==> config.mk <==
export PLATFORM = sky130hd
export DESIGN_NAME = fsize_frame_writer_flat
export DESIGN_NICKNAME = d
export VERILOG_FILES = /design/src/rtl/fsize_frame_writer_pkg.sv /design/src/rtl/fsize_frame_writer_if.sv /design/src/rtl/fsize_frame_writer_fifo.sv /design/src/rtl/fsize_frame_writer.sv /design/src/flat_wrapper.sv
export SDC_FILE = /design/constraint.sdc
export NUM_CORES = 1
export LEC_CHECK = 0
export ABC_AREA = 1
export CORE_MARGIN = 2
export CORE_UTILIZATION = 30
export CTS_BUF_LIST = sky130_fd_sc_hd__clkbuf_16
export CTS_CLUSTER_DIAMETER = 120
export CTS_CLUSTER_SIZE = 12
export DETAILED_ROUTE_END_ITERATION = 6
export SYNTH_ARGS = -nofsm -noshare
export SYNTH_HDL_FRONTEND = slang
export SYNTH_HIERARCHICAL = 1
export SYNTH_SLANG_ARGS = --single-unit
==> constraint.sdc <==
create_clock -name CLK -period 4.5 [get_ports CLK]
set_clock_uncertainty 0.2 [all_clocks]
set_input_delay 0.45 -clock CLK [delete_from_list [all_inputs] [get_ports CLK]]
set_output_delay 0.45 -clock CLK [all_outputs]
set_load 0.01 [all_outputs]
==> src/rtl/fsize_frame_writer_pkg.sv <==
// Shared types and helpers for the fixed-size frame writer.
// State encodings keep the legacy numeric values so existing debug probes still decode.
package fsize_frame_pkg;

    typedef enum logic [2:0] {
        ST_IDLE    = 3'd0,
        ST_PREFILL = 3'd1,
        ST_FRSTS   = 3'd2,
        ST_STREAM  = 3'd3,
        ST_GAP     = 3'd4
    } state_t;

    // Bits needed to hold 0..max_val inclusive; never less than one bit.
    function automatic int unsigned cnt_width(input int unsigned max_val);
        return (max_val < 1) ? 1 : $clog2(max_val + 1);
    endfunction

endpackage

==> src/rtl/fsize_frame_writer_if.sv <==
// Valid/ready sample stream feeding the frame writer.
interface fsize_frame_writer_if #(
    parameter int unsigned DW = 27
);

    logic          in_valid;
    logic          in_ready;
    logic [DW-1:0] in_data;

    modport master (
        output in_valid,
        output in_data,
        input  in_ready
    );

    modport slave (
        input  in_valid,
        input  in_data,
        output in_ready
    );

endinterface

==> src/rtl/fsize_frame_writer_fifo.sv <==
// Single-clock show-ahead FIFO: head always presents the oldest entry when not empty.
module sync_fifo_fsize #(
    parameter int unsigned DW      = 27,
    parameter int unsigned LEN_LOG = 5
) (
    input  logic             CLK,
    input  logic             RST_X,
    input  logic             push,
    input  logic             pop,
    input  logic [DW-1:0]    wdata,
    output logic [DW-1:0]    head,
    output logic [LEN_LOG:0] level,
    output logic             full,
    output logic             empty
);

    localparam int unsigned      DEPTH    = 2 ** LEN_LOG;
    localparam logic [LEN_LOG:0] FULL_LVL = (LEN_LOG + 1)'(DEPTH);

    logic [DW-1:0]      mem [DEPTH];
    logic [LEN_LOG-1:0] wr_ptr;
    logic [LEN_LOG-1:0] rd_ptr;
    logic [LEN_LOG:0]   count;
    logic               do_push;
    logic               do_pop;

    assign full    = (count == FULL_LVL);
    assign empty   = (count == '0);
    assign do_push = push & ~full;
    assign do_pop  = pop & ~empty;
    assign head    = mem[rd_ptr];
    assign level   = count;

    always_ff @(posedge CLK) begin
        if (!RST_X) begin
            wr_ptr <= '0;
            rd_ptr <= '0;
            count  <= '0;
        end else begin
            if (do_push) begin
                wr_ptr <= wr_ptr + LEN_LOG'(1);
            end
            if (do_pop) begin
                rd_ptr <= rd_ptr + LEN_LOG'(1);
            end
            case ({do_push, do_pop})
                2'b10:   count <= count + (LEN_LOG + 1)'(1);
                2'b01:   count <= count - (LEN_LOG + 1)'(1);
                default: count <= count;
            endcase
        end
    end

    // Storage is not reset; only pointers and count define validity.
    always_ff @(posedge CLK) begin
        if (do_push) begin
            mem[wr_ptr] <= wdata;
        end
    end

endmodule

==> src/rtl/fsize_frame_writer.sv <==
// Buffers an input sample stream and emits FRST followed by FRAME_LEN contiguous sel=1 words,
// then at least GAP_LEN idle cycles, for the downstream fixed-size delay FIFO.
module fsize_frame_writer
    import fsize_frame_pkg::*;
#(
    parameter int unsigned DW        = 27,
    parameter int unsigned LEN_LOG   = 5,
    parameter int unsigned PREFILL   = 16,
    parameter int unsigned FRAME_LEN = 4300,
    parameter int unsigned GAP_LEN   = 8
) (
    input  logic                  CLK,
    input  logic                  RST_X,
    input  logic                  start,
    input  logic                  abort,
    input  logic                  clr_err,
    fsize_frame_writer_if.slave   in_if,
    output logic                  FRST,
    output logic                  sel,
    output logic [DW-1:0]         dot,
    output logic                  busy,
    output logic                  err_underrun,
    output logic [LEN_LOG:0]      level
);

    localparam int unsigned      FCW         = cnt_width(FRAME_LEN);
    localparam int unsigned      GCW         = cnt_width(GAP_LEN);
    localparam logic [LEN_LOG:0] PREFILL_LVL = (LEN_LOG + 1)'(PREFILL);
    localparam logic [FCW-1:0]   FRM_LAST    = FCW'(FRAME_LEN - 1);
    localparam logic [GCW-1:0]   GAP_LAST    = GCW'(GAP_LEN - 1);

    state_t         state;
    state_t         state_nx;
    logic [FCW-1:0] frm_cnt;
    logic [FCW-1:0] frm_cnt_nx;
    logic [GCW-1:0] gap_cnt;
    logic [GCW-1:0] gap_cnt_nx;
    logic           frst_nx;
    logic           sel_nx;
    logic [DW-1:0]  dot_nx;
    logic           err_set;
    logic           err_clr;
    logic           err_nx;

    logic           fifo_push;
    logic           fifo_pop;
    logic [DW-1:0]  fifo_head;
    logic           fifo_full;
    logic           fifo_empty;

    assign in_if.in_ready = ~fifo_full;
    assign fifo_push      = in_if.in_valid & ~fifo_full;
    assign busy           = (state != ST_IDLE);

    sync_fifo_fsize #(
        .DW      (DW),
        .LEN_LOG (LEN_LOG)
    ) u_fifo (
        .CLK   (CLK),
        .RST_X (RST_X),
        .push  (fifo_push),
        .pop   (fifo_pop),
        .wdata (in_if.in_data),
        .head  (fifo_head),
        .level (level),
        .full  (fifo_full),
        .empty (fifo_empty)
    );

    always_comb begin
        state_nx   = state;
        frm_cnt_nx = frm_cnt;
        gap_cnt_nx = gap_cnt;
        frst_nx    = 1'b0;
        sel_nx     = 1'b0;
        dot_nx     = dot;
        fifo_pop   = 1'b0;
        err_set    = 1'b0;
        err_clr    = clr_err;

        case (state)
            ST_IDLE: begin
                if (start) begin
                    state_nx = ST_PREFILL;
                    err_clr  = 1'b1;
                end
            end
            ST_PREFILL: begin
                if (level >= PREFILL_LVL) begin
                    state_nx = ST_FRSTS;
                end else if (abort || !start) begin
                    state_nx = ST_IDLE;
                end
            end
            ST_FRSTS: begin
                frst_nx    = 1'b1;
                frm_cnt_nx = '0;
                state_nx   = ST_STREAM;
            end
            ST_STREAM: begin
                // Abort wins over the pop so the pending head stays buffered for the next frame.
                if (abort) begin
                    state_nx   = ST_GAP;
                    gap_cnt_nx = '0;
                end else if (fifo_empty) begin
                    err_set    = 1'b1;
                    state_nx   = ST_GAP;
                    gap_cnt_nx = '0;
                end else begin
                    fifo_pop   = 1'b1;
                    sel_nx     = 1'b1;
                    dot_nx     = fifo_head;
                    frm_cnt_nx = frm_cnt + FCW'(1);
                    if (frm_cnt == FRM_LAST) begin
                        state_nx   = ST_GAP;
                        gap_cnt_nx = '0;
                    end
                end
            end
            ST_GAP: begin
                if (gap_cnt == GAP_LAST) begin
                    state_nx = start ? ST_PREFILL : ST_IDLE;
                end else begin
                    gap_cnt_nx = gap_cnt + GCW'(1);
                end
            end
            default: begin
                state_nx = ST_IDLE;
            end
        endcase

        if (err_set) begin
            err_nx = 1'b1;
        end else if (err_clr) begin
            err_nx = 1'b0;
        end else begin
            err_nx = err_underrun;
        end
    end

    always_ff @(posedge CLK) begin
        if (!RST_X) begin
            state        <= ST_IDLE;
            frm_cnt      <= '0;
            gap_cnt      <= '0;
            FRST         <= 1'b0;
            sel          <= 1'b0;
            dot          <= '0;
            err_underrun <= 1'b0;
        end else begin
            state        <= state_nx;
            frm_cnt      <= frm_cnt_nx;
            gap_cnt      <= gap_cnt_nx;
            FRST         <= frst_nx;
            sel          <= sel_nx;
            dot          <= dot_nx;
            err_underrun <= err_nx;
        end
    end

endmodule

==> src/flat_wrapper.sv <==
// flat-port wrapper written by rule: the top's interface ports become plain ports
module fsize_frame_writer_flat import fsize_frame_pkg::*;
#(
    parameter int unsigned DW        = 27,
    parameter int unsigned LEN_LOG   = 5,
    parameter int unsigned PREFILL   = 16,
    parameter int unsigned FRAME_LEN = 4300,
    parameter int unsigned GAP_LEN   = 8
)
  (CLK, RST_X, start, abort, clr_err, FRST, sel, dot, busy, err_underrun, level, in_if_in_valid, in_if_in_data, in_if_in_ready);
  fsize_frame_writer_if #(.DW(DW)) in_if_i ();
  input  logic CLK;
  input  logic RST_X;
  input  logic start;
  input  logic abort;
  input  logic clr_err;
  output logic FRST;
  output logic sel;
  output logic [DW-1:0] dot;
  output logic busy;
  output logic err_underrun;
  output logic [LEN_LOG:0] level;
  input wire logic [$bits(in_if_i.in_valid)-1:0] in_if_in_valid;
  input wire logic [$bits(in_if_i.in_data)-1:0] in_if_in_data;
  output wire logic [$bits(in_if_i.in_ready)-1:0] in_if_in_ready;
  assign in_if_i.in_valid = in_if_in_valid;
  assign in_if_i.in_data = in_if_in_data;
  assign in_if_in_ready = in_if_i.in_ready;
  fsize_frame_writer #(.DW(DW), .LEN_LOG(LEN_LOG), .PREFILL(PREFILL), .FRAME_LEN(FRAME_LEN), .GAP_LEN(GAP_LEN)) u_core (.CLK(CLK), .RST_X(RST_X), .start(start), .abort(abort), .clr_err(clr_err), .in_if(in_if_i), .FRST(FRST), .sel(sel), .dot(dot), .busy(busy), .err_underrun(err_underrun), .level(level));
endmodule
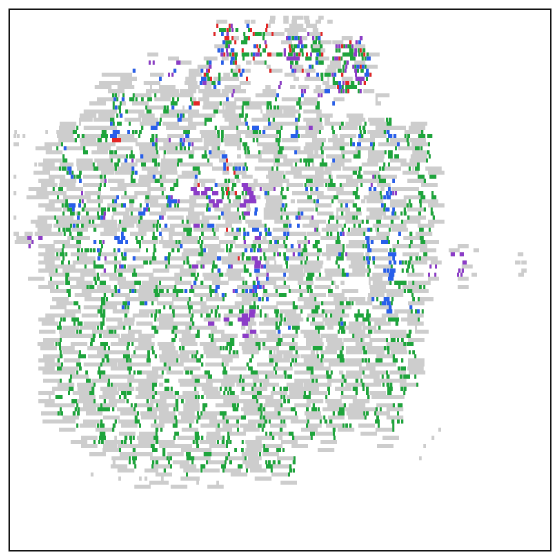
Figure 1: run 1, selected gate families.
Blue stands for inverting AOI/OAI gates, cells 264. Purple stands for NOR gates, cells 167. Red stands for inverters, cells 60, where top centre. Green stands for NAND gates, cells 1675.
most frequent logic cell in the layout: nand2_1
multi-input gate share of total cell area: 22.3%

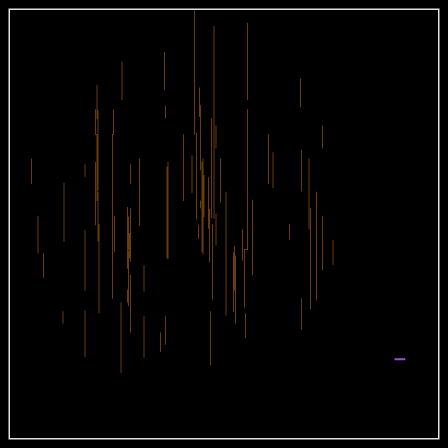
Figure 2: run 1, metal layers overlaid.
Two of the layers only.
Purple stands for metal 5, wire length 7.40 um. Orange stands for metal 4, wire length 3630 um.
final WL: 109 mm
Total Routing Usage GR: 16.5%
routed vias: 25200
DR WL/cell: 21.6 um

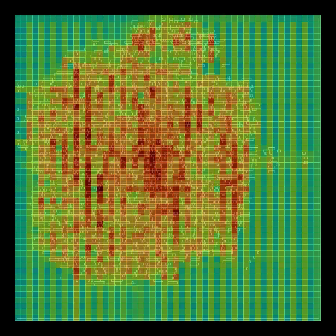
Figure 3: run 1, routing congestion map.
post-layout util: 34.3%
grt peak-use layer: met2
GRT met3 Usage: 2.12%
M2 GR Usage: 27.4%

==> flow_summary.yaml, run 1 <==
# physical design summary
job:
  maxCapViolations: 0
setup_path:
  ff2ff_setup_slack_ns: 1.16
  slowest_delay_ns: 0.64
  reg2reg_to: "u_core/dot[0]$_SDFFE_PN0P_"
  rr_worst_depth: 10
  end_kind: "register"
  endpoint: "u_core/dot[0]$_SDFFE_PN0P_"
  cp_max_fo: 90
placement:
  hpwl_mm: 64.0
detailed_routing:
  drtIter0Drc: 2731
  drt_pass1_iterations: 5
floorplanning:
  die-area_sq_um: 130000
  fp_util_pct: 30.3
logic_synthesis:
  xor_share_pct: 0.207
power:
  p_seq_mw: 9.62
  p_clk_mw: 6.72
  p_leak_nw: 15.0
  p_clk_share_pct: 39.3
outcome:
  status: "complete, no violations"
cells_and_area:
  drive_above_1_share_pct: 7.78
  inv_count: 60
sta:
  max_slew.worst_pin.slew_ns: 0.992
  final-hold-violation-count: 0
cts:
  clk_path_buf_depth: 3
-- run 1: stage by stage --
step	std cells	area (sq um)	power, mW
after global routing	5056	43100	17.6
after detailed placement	4923	40600	10.6
final	5058	43100	17.1
after floorplan	3318	38000	10.1
after CTS	5056	43100	17.2
after global placement	4923	40600	10.6
-- run 1: synthesized netlist by cell type, types with 3 or more instances --
cell type     n
nand2_1    1089
edfxtp_1    864
nand3_1     568
a21oi_1     190
nor2_1      155
buf_2        91
dfxtp_1      71
inv_1        54
buf_4        36
clkbuf_1     33
o21ai_0      33
o31ai_1      27
buf_1        26
buf_6        11
ha_1         10
nand2_2       9
o21ai_1       8
nor3_1        7
xor2_1        5
nand4_1       4
xnor2_1       4
inv_2         3
-- run 1: tightest hold or removal path, cell delays in order --
cell,delay (ns)
buf_2,0.26
nand2_1,0.14
nor2_1,0.04
==> run 2: changes to the inputs <==
==> constraint.sdc (replaced) <==
create_clock -name CLK -period 3.03 [get_ports CLK]
set_clock_uncertainty 0.2 [all_clocks]
set_input_delay 0.303 -clock CLK [delete_from_list [all_inputs] [get_ports CLK]]
set_output_delay 0.303 -clock CLK [all_outputs]
set_load 0.01 [all_outputs]
==> flow_summary.yaml, run 2 <==
# physical design summary
grt:
  top_usage_layer: "met2"
  use_met2_pct: 26.4
  grt_usage_pct: 16.1
cells_and_area:
  layout_top_cell: "nand2_1"
  drive_above_1_share_pct: 9.25
setup_path:
  ff2ff_setup_slack_ns: 0.27
  end_kind: "register"
  cp_max_fo: 18
  rr_worst_depth: 13
  slowest_delay_ns: 0.39
sta:
  fmax_mhz: 363
  final-hold-violation-count: 0
  max_slew.worst_pin.slew_ns: 0.846
logic_synthesis:
  ys_cells: 3318
  most_common_cell: "nand2_1"
detailed_routing:
  drtIter0Drc: 2927
  drt_pass1_iterations: 6
  wl_per_cell_um: 20.8
power:
  report.power.total_mw: 25.4
  p_clk_mw: 9.99
  p_leak_nw: 15.5
cts:
  clk_path_buf_depth: 3
job:
  maxCapViolations: 0
placement:
  gp_congestion: 0.792
outcome:
  status: "complete, no violations"
-- run 2: cell counts after synthesis --
No cell type changed its count.
-- run 2: final cells by class --
type / instances / area (sq um)
fillers: 12200 / 81400
flip-flops and latches: 935 / 27400
multi-input cells: 2125 / 9610
repair buffers: 232 / 2530
clock buffers: 90 / 2250
well taps: 1650 / 2060
inverters: 60 / 250
clock inverters: 39 / 210
-- run 2: timing repair --
item | in CTS | in global routing
setup buffers | 0 | 0
hold buffers | 1 | 0
resized | 0 | 3
endpoints found under the setup margin | 0 | 5
hold endpoints to repair | 9 | 0
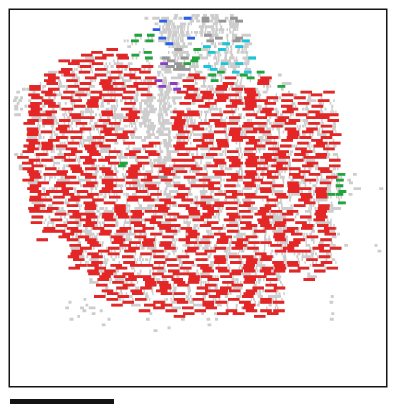
Figure 4: run 2, where the registers sit.
Bar = 100 um. Other sequential cells in the stronger grey, the rest of the logic in the fainter grey.
Green stands for `u_core/dot`, flops 27. Blue stands for `u_core/u_fifo/level`, flops 6, where top centre. Cyan stands for `u_core/frm_cnt`, flops 13, where top centre. Red stands for `u_core/u_fifo/mem`, flops 864. Purple stands for `u_core/u_fifo/wr_ptr`, flops 5, where top centre.
Sequential Power: 14.3 mW
Reg area: 27400 sq um
post-layout util: 35.2%
flop share of the area: 61.8%

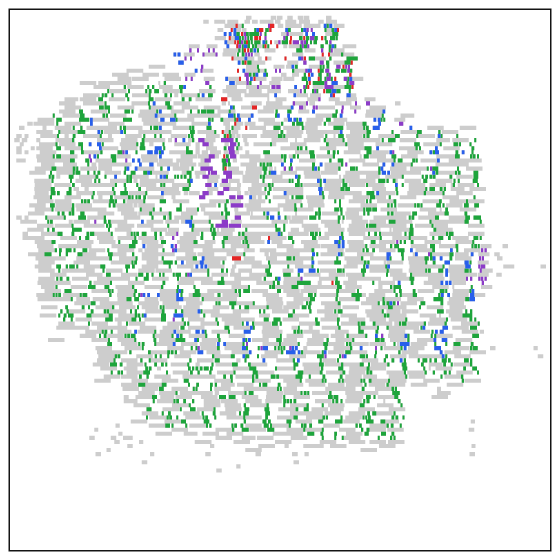
Figure 5: run 2, selected gate families.
Green stands for NAND gates, cells 1675. Blue stands for inverting AOI/OAI gates, cells 264. Red stands for inverters, cells 60, where top centre. Purple stands for NOR gates, cells 167, where top centre.
multi-input gate share of total cell area: 21.7%
Non-Filler Instances: 5131

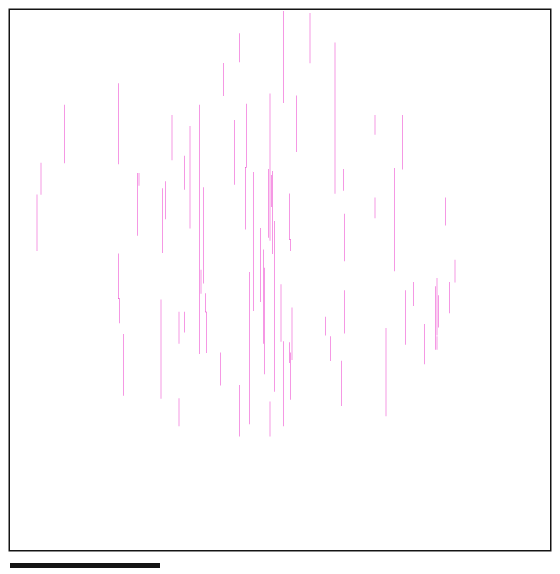
Figure 6: run 2, the metal 4 layer.
Bar = 100 um.
The longest straight run is 166 um. The wires run mostly vertical. The layer holds 2.7% of the routed length. 39 nets have wire on it.
routed vias: 25500
final WL: 107 mm

Power figures rest on the tool's default switching activity, not on a simulated workload.
